File: src/rtl/delay_sweep_ctrl.sv
// Calibration sequencer for delay_module: sweeps the delay select, correlates
// ref_in against dly_out at each setting and reports the best-matching setting.
module delay_sweep_ctrl #(
  parameter int unsigned N         = 16,
  parameter int unsigned MAX_DELAY = 40,
  parameter int unsigned WINDOW    = 64,
  parameter int unsigned SETTLE    = 2,
  localparam int unsigned DW       = (MAX_DELAY > 1) ? $clog2(MAX_DELAY) : 1,
  localparam int unsigned ACC_W    = 2*N + $clog2(WINDOW) + 1
) (
  input  logic                    clk,
  input  logic                    rst,
  input  logic                    start_i,
  input  logic                    abort_i,
  input  logic                    sample_en_i,
  input  logic signed [N-1:0]     ref_in_i,
  input  logic signed [N-1:0]     dly_out_i,
  output logic [DW-1:0]           dly_number_o,
  output logic                    busy_o,
  output logic                    done_o,
  output logic [DW-1:0]           best_delay_o,
  output logic signed [ACC_W-1:0] best_corr_o
);

  localparam int unsigned SCW = $clog2(SETTLE + 1);
  localparam int unsigned WCW = $clog2(WINDOW + 1);

  typedef enum logic [2:0] {
    S_IDLE,
    S_SET,
    S_SETTLE,
    S_ACCUM,
    S_CMP,
    S_DONE
  } state_e;

  state_e                  state_q, state_d;
  logic [DW-1:0]           idx_q, idx_d;
  logic [DW-1:0]           dly_number_q, dly_number_d;
  logic [SCW-1:0]          settle_cnt_q, settle_cnt_d;
  logic [WCW-1:0]          win_cnt_q, win_cnt_d;
  logic signed [ACC_W-1:0] acc_q, acc_d;
  logic signed [ACC_W-1:0] run_best_q, run_best_d;
  logic [DW-1:0]           run_idx_q, run_idx_d;
  logic [DW-1:0]           best_delay_q, best_delay_d;
  logic signed [ACC_W-1:0] best_corr_q, best_corr_d;
  logic                    busy_q, busy_d;
  logic                    done_q, done_d;
  logic signed [2*N-1:0]   prod_c;

  assign prod_c = ref_in_i * dly_out_i;

  // State and output registers
  always_ff @(posedge clk or posedge rst) begin
    if (rst) begin
      state_q      <= S_IDLE;
      idx_q        <= '0;
      dly_number_q <= '0;
      settle_cnt_q <= '0;
      win_cnt_q    <= '0;
      acc_q        <= '0;
      run_best_q   <= '0;
      run_idx_q    <= '0;
      best_delay_q <= '0;
      best_corr_q  <= '0;
      busy_q       <= 1'b0;
      done_q       <= 1'b0;
    end else begin
      state_q      <= state_d;
      idx_q        <= idx_d;
      dly_number_q <= dly_number_d;
      settle_cnt_q <= settle_cnt_d;
      win_cnt_q    <= win_cnt_d;
      acc_q        <= acc_d;
      run_best_q   <= run_best_d;
      run_idx_q    <= run_idx_d;
      best_delay_q <= best_delay_d;
      best_corr_q  <= best_corr_d;
      busy_q       <= busy_d;
      done_q       <= done_d;
    end
  end

  // Next-state and datapath
  always_comb begin
    state_d      = state_q;
    idx_d        = idx_q;
    dly_number_d = dly_number_q;
    settle_cnt_d = settle_cnt_q;
    win_cnt_d    = win_cnt_q;
    acc_d        = acc_q;
    run_best_d   = run_best_q;
    run_idx_d    = run_idx_q;
    best_delay_d = best_delay_q;
    best_corr_d  = best_corr_q;
    done_d       = 1'b0;

    case (state_q)
      S_IDLE: begin
        if (start_i && !abort_i) begin
          state_d = S_SET;
          idx_d   = '0;
        end
      end
      S_SET: begin
        dly_number_d = idx_q;
        acc_d        = '0;
        settle_cnt_d = '0;
        win_cnt_d    = '0;
        state_d      = S_SETTLE;
      end
      S_SETTLE: begin
        if (settle_cnt_q == SCW'(SETTLE - 1)) begin
          state_d = S_ACCUM;
        end else begin
          settle_cnt_d = settle_cnt_q + SCW'(1);
        end
      end
      S_ACCUM: begin
        if (sample_en_i) begin
          acc_d = acc_q + ACC_W'(prod_c);
          if (win_cnt_q == WCW'(WINDOW - 1)) begin
            state_d = S_CMP;
          end else begin
            win_cnt_d = win_cnt_q + WCW'(1);
          end
        end
      end
      S_CMP: begin
        // Strict compare so a tie keeps the lower setting
        if (idx_q == '0 || acc_q > run_best_q) begin
          run_best_d = acc_q;
          run_idx_d  = idx_q;
        end
        if (idx_q == DW'(MAX_DELAY - 1)) begin
          state_d = S_DONE;
        end else begin
          idx_d   = idx_q + DW'(1);
          state_d = S_SET;
        end
      end
      S_DONE: begin
        done_d       = 1'b1;
        best_delay_d = run_idx_q;
        best_corr_d  = run_best_q;
        state_d      = S_IDLE;
      end
      default: state_d = S_IDLE;
    endcase

    // Abort overrides every transition, including result publication
    if (abort_i && state_q != S_IDLE) begin
      state_d      = S_IDLE;
      done_d       = 1'b0;
      dly_number_d = dly_number_q;
      best_delay_d = best_delay_q;
      best_corr_d  = best_corr_q;
    end

    busy_d = (state_d != S_IDLE);
  end

  assign dly_number_o = dly_number_q;
  assign busy_o       = busy_q;
  assign done_o       = done_q;
  assign best_delay_o = best_delay_q;
  assign best_corr_o  = best_corr_q;

endmodule

File: config.mk
export PLATFORM = sky130hd
export DESIGN_NAME = delay_sweep_ctrl
export DESIGN_NICKNAME = d
export VERILOG_FILES = /design/src/rtl/delay_sweep_ctrl.sv
export SDC_FILE = /design/constraint.sdc
export NUM_CORES = 1
export LEC_CHECK = 0
export ABC_AREA = 1
export CORE_MARGIN = 1.5
export CORE_UTILIZATION = 40
export DETAILED_ROUTE_END_ITERATION = 8
export GPL_TIMING_DRIVEN = 0
export MAX_ROUTING_LAYER = met4
export PLACE_DENSITY = 0.59
export SLEW_MARGIN = 30
export SYNTH_ARGS = -nofsm -noshare
export SYNTH_HDL_FRONTEND = slang
export SYNTH_SLANG_ARGS = --single-unit
File: constraint.sdc
create_clock -name clk -period 4.89 [get_ports clk]
set_input_delay 0.978 -clock clk [delete_from_list [all_inputs] [get_ports clk]]
set_output_delay 0.978 -clock clk [all_outputs]
set_load 0.02 [all_outputs]
Figure 1. Placement view (run 1).
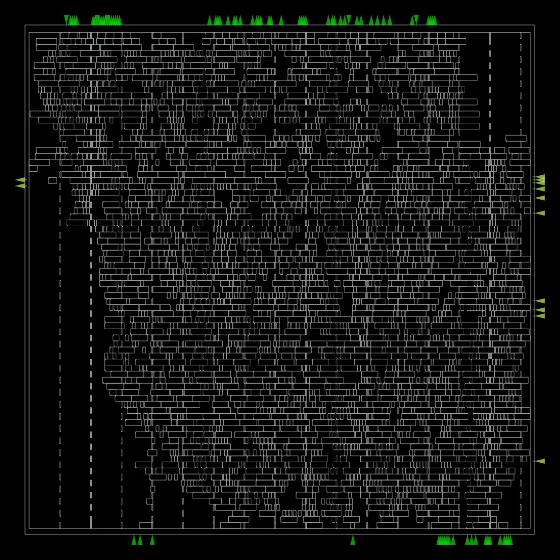
share of the core filled with cells: 54.3%
number of standard cells in the layout, taps in and fillers out: 3447
fillcell total: 4604
number of cell rows: 82
total core area: 50300 sq um

Figure 2. Ports around the boundary (run 1).
(2 px per um) Pins as bars across the die edge, other pins in grey.
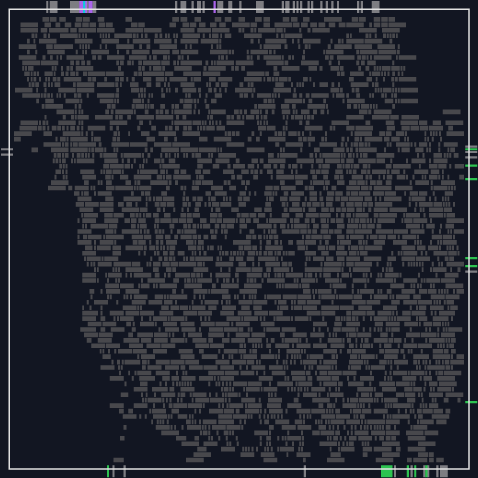
| port | colour | pins | direction | edge |
|---|---|---|---|---|
| start_i | cyan | 1 | input | top |
| ref_in_i | green | 16 | input | 10 bottom, 6 right |
| best_delay_o | purple | 6 | output | top |
all pins by edge: 56 top, 22 bottom, 10 right, 2 left
Port Buf Inserts: 60
horizontal extent of the die: 229 um
die height: 229 um

==> impl_metrics.ini, run 1 <==
; generated from flow reports
[run_status]
status = complete, but fails checks
failed_checks = negative setup slack

[setup_path]
r2r_start = acc_q[15]
timing.critical_path.max_delay_family = adder cells
regToRegEndpoint = acc_q[34]
critPathMaxStageDelay_ns = 0.66
rr_worst_depth = 21
critical_path.startpoint = ref_in_i[15]
worst_path_most_repeated_cell = sky130_fd_sc_hd__fa_2
worst-path-buf-inv = 8

[global_routing]
grt.total_usage_pct = 25.3
global_route.overflow_total = 0
grt_pass1_vias = 18100
groute.layer.met1.usage_pct = 33.2
grt_first_pass_wirelength_mm = 99.6
gr-max-usage-layer = met2

[synthesis]
ys_types = 54
synth_simple_gate_area_share_pct = 18.6
enable_flop_cells = 0
fa_ha_area_share_pct = 41.5
yosysMostFrequentCell = sky130_fd_sc_hd__inv_1
synth_largest_type_area_fraction_pct = 31.9
synthXorXnorAreaFrac_pct = 0.600
synth_cell_count_leaders = 636 x sky130_fd_sc_hd__inv_1, 557 x sky130_fd_sc_hd__nand2_1, 326 x sky130_fd_sc_hd__fa_1, 156 x sky130_fd_sc_hd__ha_1, 155 x sky130_fd_sc_hd__dfrtp_1
topCombFamilyByArea = adder cells
synth.yosys.num_cells = 2502
yosys-mux-area-fraction_pct = 0
synth.yosys.warnings = 0

[clock_tree]
clock_tree.buffer_depth = 2
h-tree-depth = 4
cts.root.buffer_cell = sky130_fd_sc_hd__clkbuf_16
cts_tree = done
clkLatencyLatePin_ns = 0.45

[timing]
clock-skew-final_ns = 0.0118
max_clock_freq_ghz = 0.169
unrepaired_setup_endpoints_after_global_routing = yes
layout_worst_path_cycle_share_pct = 121
total_of_endpoints_with_negative_setup_slack_in_the_final_report = 31
final.hold.worst_slack_ns = 0.483
timing.final.ws_setup_ns = -1.03
worst_pin_slew_ns = 0.870
layout_min_cycle_time_ns = 5.92

[route]
wirelength_mm = 62.5
drcViolationCount = 0
route.antenna.remaining_nets = 0
avgViaCountPerCell = 4.92
wl_met2_mm = 30.5
wl_per_cell_um = 18.1
wl_met3_mm = 3.02

[layout]
layout-drive-gt1-share_pct = 28.6
final_design_area_no_fill_sq_um = 27300
layout_area_overhead_pct = 33.5
final_net_count = 3281

[hold_path]
hold_path_startpoint = run_best_q[13]
worst_hold_path.num_cells = 2
min-delay-path-class = flop to flop

[run]
stage_log_warnings = 31
max-cap-violations = 0

[placement]
gp_congestion = 0.916
hpwlAfterDp_mm = 49.1

[floorplan]
chip_area_sq_um = 52500
Figure 3. Port wiring (run 1).
(1 px per um)
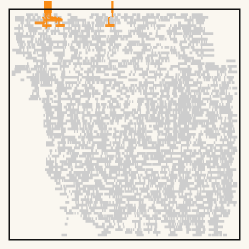
| port | colour | bits | direction | edge | end cells | buffers | wire |
|---|---|---|---|---|---|---|---|
| best_delay_o | orange | 6 | output | top | 6 | 6 | 145 um |
number of top-level pins: 90

[run 1: per-stage QoR]
step                      setup TNS (ns)  utilization, %  worst slack, ns
final                             -25.37            54.3            -1.03
after global routing              -30.29            54.3            -1.19
after CTS                         -24.76            51.8            -1.10
after detailed placement          -70.45            46.1            -2.75
after global placement            -68.95            45.8            -2.68
after floorplan                   -22.81               -            -1.02
[run 1: placed cells by master, fill, tap and decap left out, types with 13 or more instances in the layout]
| cell | instances |
|---|---|
| sky130_fd_sc_hd__a21oi_1 | 29 |
| sky130_fd_sc_hd__a21oi_2 | 34 |
| sky130_fd_sc_hd__a21oi_4 | 14 |
| sky130_fd_sc_hd__buf_12 | 19 |
| sky130_fd_sc_hd__buf_4 | 130 |
| sky130_fd_sc_hd__buf_6 | 36 |
| sky130_fd_sc_hd__buf_8 | 13 |
| sky130_fd_sc_hd__clkbuf_1 | 14 |
| sky130_fd_sc_hd__clkbuf_16 | 51 |
| sky130_fd_sc_hd__clkdlybuf4s50_1 | 57 |
| sky130_fd_sc_hd__dfrtp_1 | 155 |
| sky130_fd_sc_hd__fa_1 | 305 |
| sky130_fd_sc_hd__fa_2 | 21 |
| sky130_fd_sc_hd__ha_1 | 124 |
| sky130_fd_sc_hd__ha_4 | 29 |
| sky130_fd_sc_hd__inv_1 | 562 |
| sky130_fd_sc_hd__inv_2 | 76 |
| sky130_fd_sc_hd__nand2_1 | 466 |
| sky130_fd_sc_hd__nand2_2 | 126 |
| sky130_fd_sc_hd__nand2_4 | 45 |
| sky130_fd_sc_hd__nand3_1 | 68 |
| sky130_fd_sc_hd__nand3_2 | 20 |
| sky130_fd_sc_hd__nor2_1 | 47 |
| sky130_fd_sc_hd__nor2_2 | 22 |
| sky130_fd_sc_hd__nor2_4 | 37 |
| sky130_fd_sc_hd__o21ai_0 | 57 |
| sky130_fd_sc_hd__o21ai_1 | 33 |
| sky130_fd_sc_hd__o21ai_2 | 16 |
[run 1: cell type report]
| cell class | instances | area (sq um) |
|---|---|---|
| fillers | 4604 | 23000 |
| multi-input cells | 1605 | 15800 |
| flip-flops and latches | 155 | 3880 |
| inverters | 651 | 2470 |
| repair buffers | 240 | 2330 |
| plain buffers | 91 | 1360 |
| well taps | 672 | 841 |
| clock buffers | 17 | 425 |
| clock inverters | 15 | 186 |
| repair inverters | 1 | 7.51 |
[run 1: worst max-delay path by stage]
stage / slack (ns) / to / cells past startpoint
final: -1.03 / acc_q[37] / 25
after global routing: -1.19 / acc_q[37] / 25
after CTS: -1.10 / acc_q[38] / 24
after detailed placement: -2.75 / acc_q[38] / 22
after global placement: -2.68 / acc_q[37] / 24
after floorplan: -1.02 / acc_q[37] / 24
[run 1: kinds of logic after synthesis]
group / count (synthesis)
simple gates: 876
fa+ha+maj: 482
flops: 155
xor+xnor: 14
buf+inv: 742
compound gates: 233
[run 1: repair_timing]
action                                  4_1_cts  5_1_grt
pin swaps                                   145      164
buffers inserted                            112       64
hold endpoints to repair                      0        0
gates cloned                                  3        0
gates resized                               332      222
endpoints found under the setup margin       35       32
Figure 4. Routed metal, one colour a layer (run 1).
(1 px per um) Only two layers are drawn.
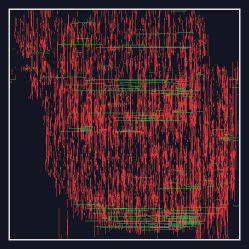

--- run 2 (diff from run 1) ---
Settings changed: PLACE_DENSITY 0.59 to 0.7.
Figure 5. Routed metal, one colour a layer (run 2).
(1 px per um) Only two layers are drawn.
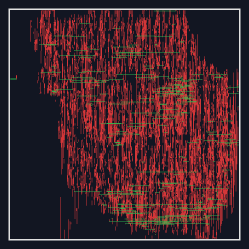
| layer | colour | wire length |
|---|---|---|
| M2 | red | 31.0 mm |
| M3 | green | 3000 um |
aggregate routed wire length: 61.3 mm
average wire per standard cell: 17.9 um
via count: 17200

Figure 6. Metal 2 (run 2).
(2 px per um)
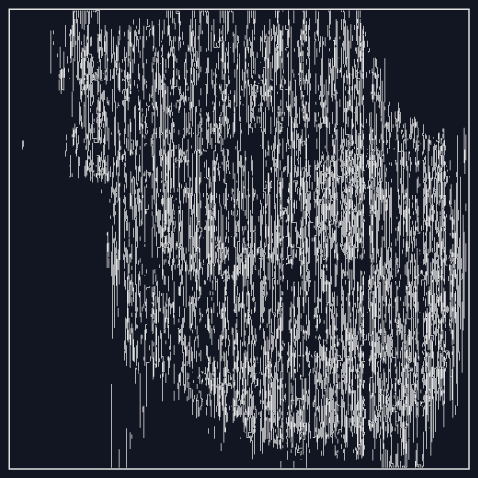
wire length on this layer: 31.0 mm
nets with wire on the layer: 2820
main direction: vertical
longest straight run: 76.2 um
share of all routed wire: 51%

Figure 7. Placement view (run 2).
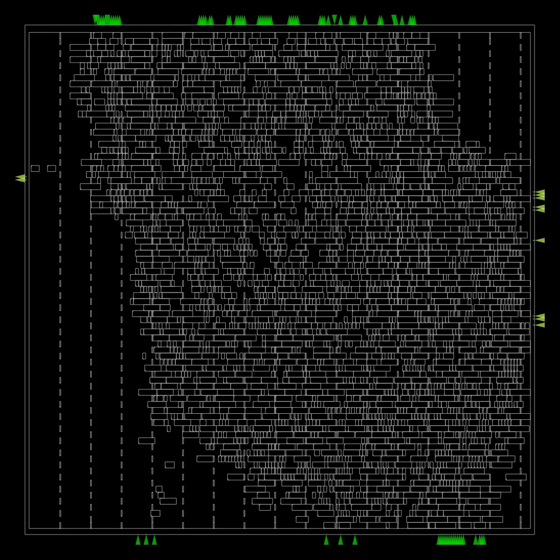
share of the core filled with cells: 53.4%
flop count: 155
number of standard cells in the layout, taps in and fillers out: 3417
Tap Cells: 672
fillcell total: 4380

==> run 2 against run 1 <==
Effect of this change:
- the flow still finishes with violations (negative setup slack)
- fmax about the same
- first-iteration DRC count rose by 59%
- global-route usage down 0.73 points
- non-clock buffer count shrank 30
- routed wire length shrank 1.9%
- clock-buffer cell count up 1
- critical path type unchanged
- highest routed layer unchanged
==> impl_metrics.ini, run 2 <==
; generated from flow reports
[synthesis]
avgSynthCellArea_sq_um = 8.17
postSynthSeqShare_pct = 19.0
fa_ha_area_share_pct = 41.5
yosys_register_bits = 155
enable_flop_cells = 0
synth_cell_count_leaders = 636 x sky130_fd_sc_hd__inv_1, 557 x sky130_fd_sc_hd__nand2_1, 326 x sky130_fd_sc_hd__fa_1, 156 x sky130_fd_sc_hd__ha_1, 155 x sky130_fd_sc_hd__dfrtp_1
synth.yosys.warnings = 0
yosys-mux-area-fraction_pct = 0
yosys.stat.chipArea_sq_um = 20400
synth_simple_gate_area_share_pct = 18.6
synthXorXnorAreaFrac_pct = 0.600
topCombFamilyByArea = adder cells
synth.yosys.num_cells = 2502
synth_largest_type_area_fraction_pct = 31.9
yosysMostFrequentCell = sky130_fd_sc_hd__inv_1
ys_types = 54

[timing]
timing.max_slew.rel_slack_pct = 48.8
totalNegativeSetupSlack_ns = -24.60
layout_min_cycle_time_ns = 5.93
timing.final.ws_setup_ns = -1.04
total_of_endpoints_with_negative_setup_slack_in_the_final_report = 30
layout_worst_path_cycle_share_pct = 121
clock-skew-final_ns = 0.0150
max_clock_freq_ghz = 0.169
worst_pin_slew_ns = 0.768
unrepaired_setup_endpoints_after_global_routing = yes

[placement]
gp_congestion = 0.920
hpwlAfterDp_mm = 48.0
io_buffer_count = 60

[route]
route.antenna.remaining_nets = 0
avgViaCountPerCell = 5.02
drcViolationCount = 0
first_pass_iters = 6

[run]
max-cap-violations = 0
stage_log_warnings = 31

[global_routing]
global_route.overflow_total = 0
grt.total_usage_pct = 24.6
grt_first_pass_wirelength_mm = 98.2
grt_pass1_vias = 18300

[hold_path]
min-delay-path-class = flop to flop

[layout]
layout_area_overhead_pct = 31.3
final_net_count = 3251
final_common_cell = sky130_fd_sc_hd__inv_1
seqCellArea_sq_um = 3880
commonest_non_fill_non_tap_cells_in_the_layout = 558 x sky130_fd_sc_hd__inv_1, 474 x sky130_fd_sc_hd__nand2_1, 309 x sky130_fd_sc_hd__fa_1
mi_comb_area_sq_um = 15500
layout-drive-gt1-share_pct = 26.8

[setup_path]
timing.critical_path.max_delay_family = adder cells
critPathMaxStageDelay_ns = 0.65
worst-path-buf-inv = 7
critical_path_cell_sequence = buf_12 > clkbuf_16 > nand2_8 > inv_4 > fa_2 > fa_2 > buf_6 > fa_2 > fa_1 > fa_1 > inv_2 > fa_1 > inv_2 > ha_4 > nand2_4 > nor2_4 > inv_4 > nor4_4 > o21ai_1 > nand3_2 > nand2_1 > nand2_1 > o21ai_1

[floorplan]
floorplan.rows = 82
placeableCoreArea_sq_um = 50300
chip_area_sq_um = 52500
die_height_um = 229
ioPinCount = 90
horizontal_extent_of_the_die_um = 229

[clock_tree]
clkSlewWorstSetupHoldPaths_ns = 0.07
h-tree-depth = 4
cts.root.buffer_cell = sky130_fd_sc_hd__clkbuf_16
clkLatencyLatePin_ns = 0.44
cts_tree = done
clock_tree.buffer_depth = 2

[run_status]
status = complete, but fails checks
failed_checks = negative setup slack
run 2: cell counts after synthesis:
No cell type changed its count.
run 2: routing by layer:
layer / routed length (um) / vias to the layer above / part of all wire (%) / track usage [%]
li1: - / 7879 / - / -
met1: 25400 / 8634 / 41 / 30.9
met2: 31000 / 531 / 50 / 41.7
met3: 3000 / 115 / 4.9 / 2.68
met4: 1940 / 0 / 3.2 / 7.44
met5: 0 / - / 0 / -
run 2: final cells by class:
class	instances	area share, %
Clock inverter	14	0.680
Inverter	651	9.20
Tap cell	672	3.13
Sequential cell	155	14.4
Timing Repair Buffer	210	7.71
Clock buffer	18	1.64
Multi-Input combinational cell	1605	57.7
Timing Repair inverter	1	0.0280
Buffer	91	5.46
run 2: final timing paths:
check                                 from         endpoint  cells after the start
max                           ref_in_i[15]        acc_q[38]                     23
min                        settle_cnt_q[0]  settle_cnt_q[0]                      1
max reg2reg                      acc_q[15]        acc_q[33]                     19
min reg2reg                settle_cnt_q[0]  settle_cnt_q[0]                      1
max in group asynchronous              rst        acc_q[29]                      5
min in group asynchronous              rst  dly_number_o[1]                      2
run 2: what timing repair did:
item                       4_1_cts  5_1_grt
setup buffers                  111       34
setup endpoints to repair       35       32
pin swaps                      147      125
hold buffers                     0        0
gates cloned                     3        0
gates resized                  341      157
run 2: cell families (layout without fill, tap and decap cells):
logic type,after synthesis,in the layout
simple gates,876,876
buf+inv,742,985
fa+ha+maj,482,482
compound gates,233,233
flops,155,155
xor+xnor,14,14
run 2: through the flow:
| stage | util (%) | area [sq um] | worst slack (ns) | hold WS [ns] |
|---|---|---|---|---|
| floorplan | - | 21600 | -1.02 | 0.442 |
| global placement | 45.8 | 23000 | -2.58 | 0.457 |
| detailed placement | 46.0 | 23100 | -2.59 | 0.465 |
| CTS | 51.9 | 26100 | -0.989 | 0.482 |
| global route | 53.4 | 26900 | -1.16 | 0.496 |
| finish | 53.4 | 26900 | -1.04 | 0.480 |
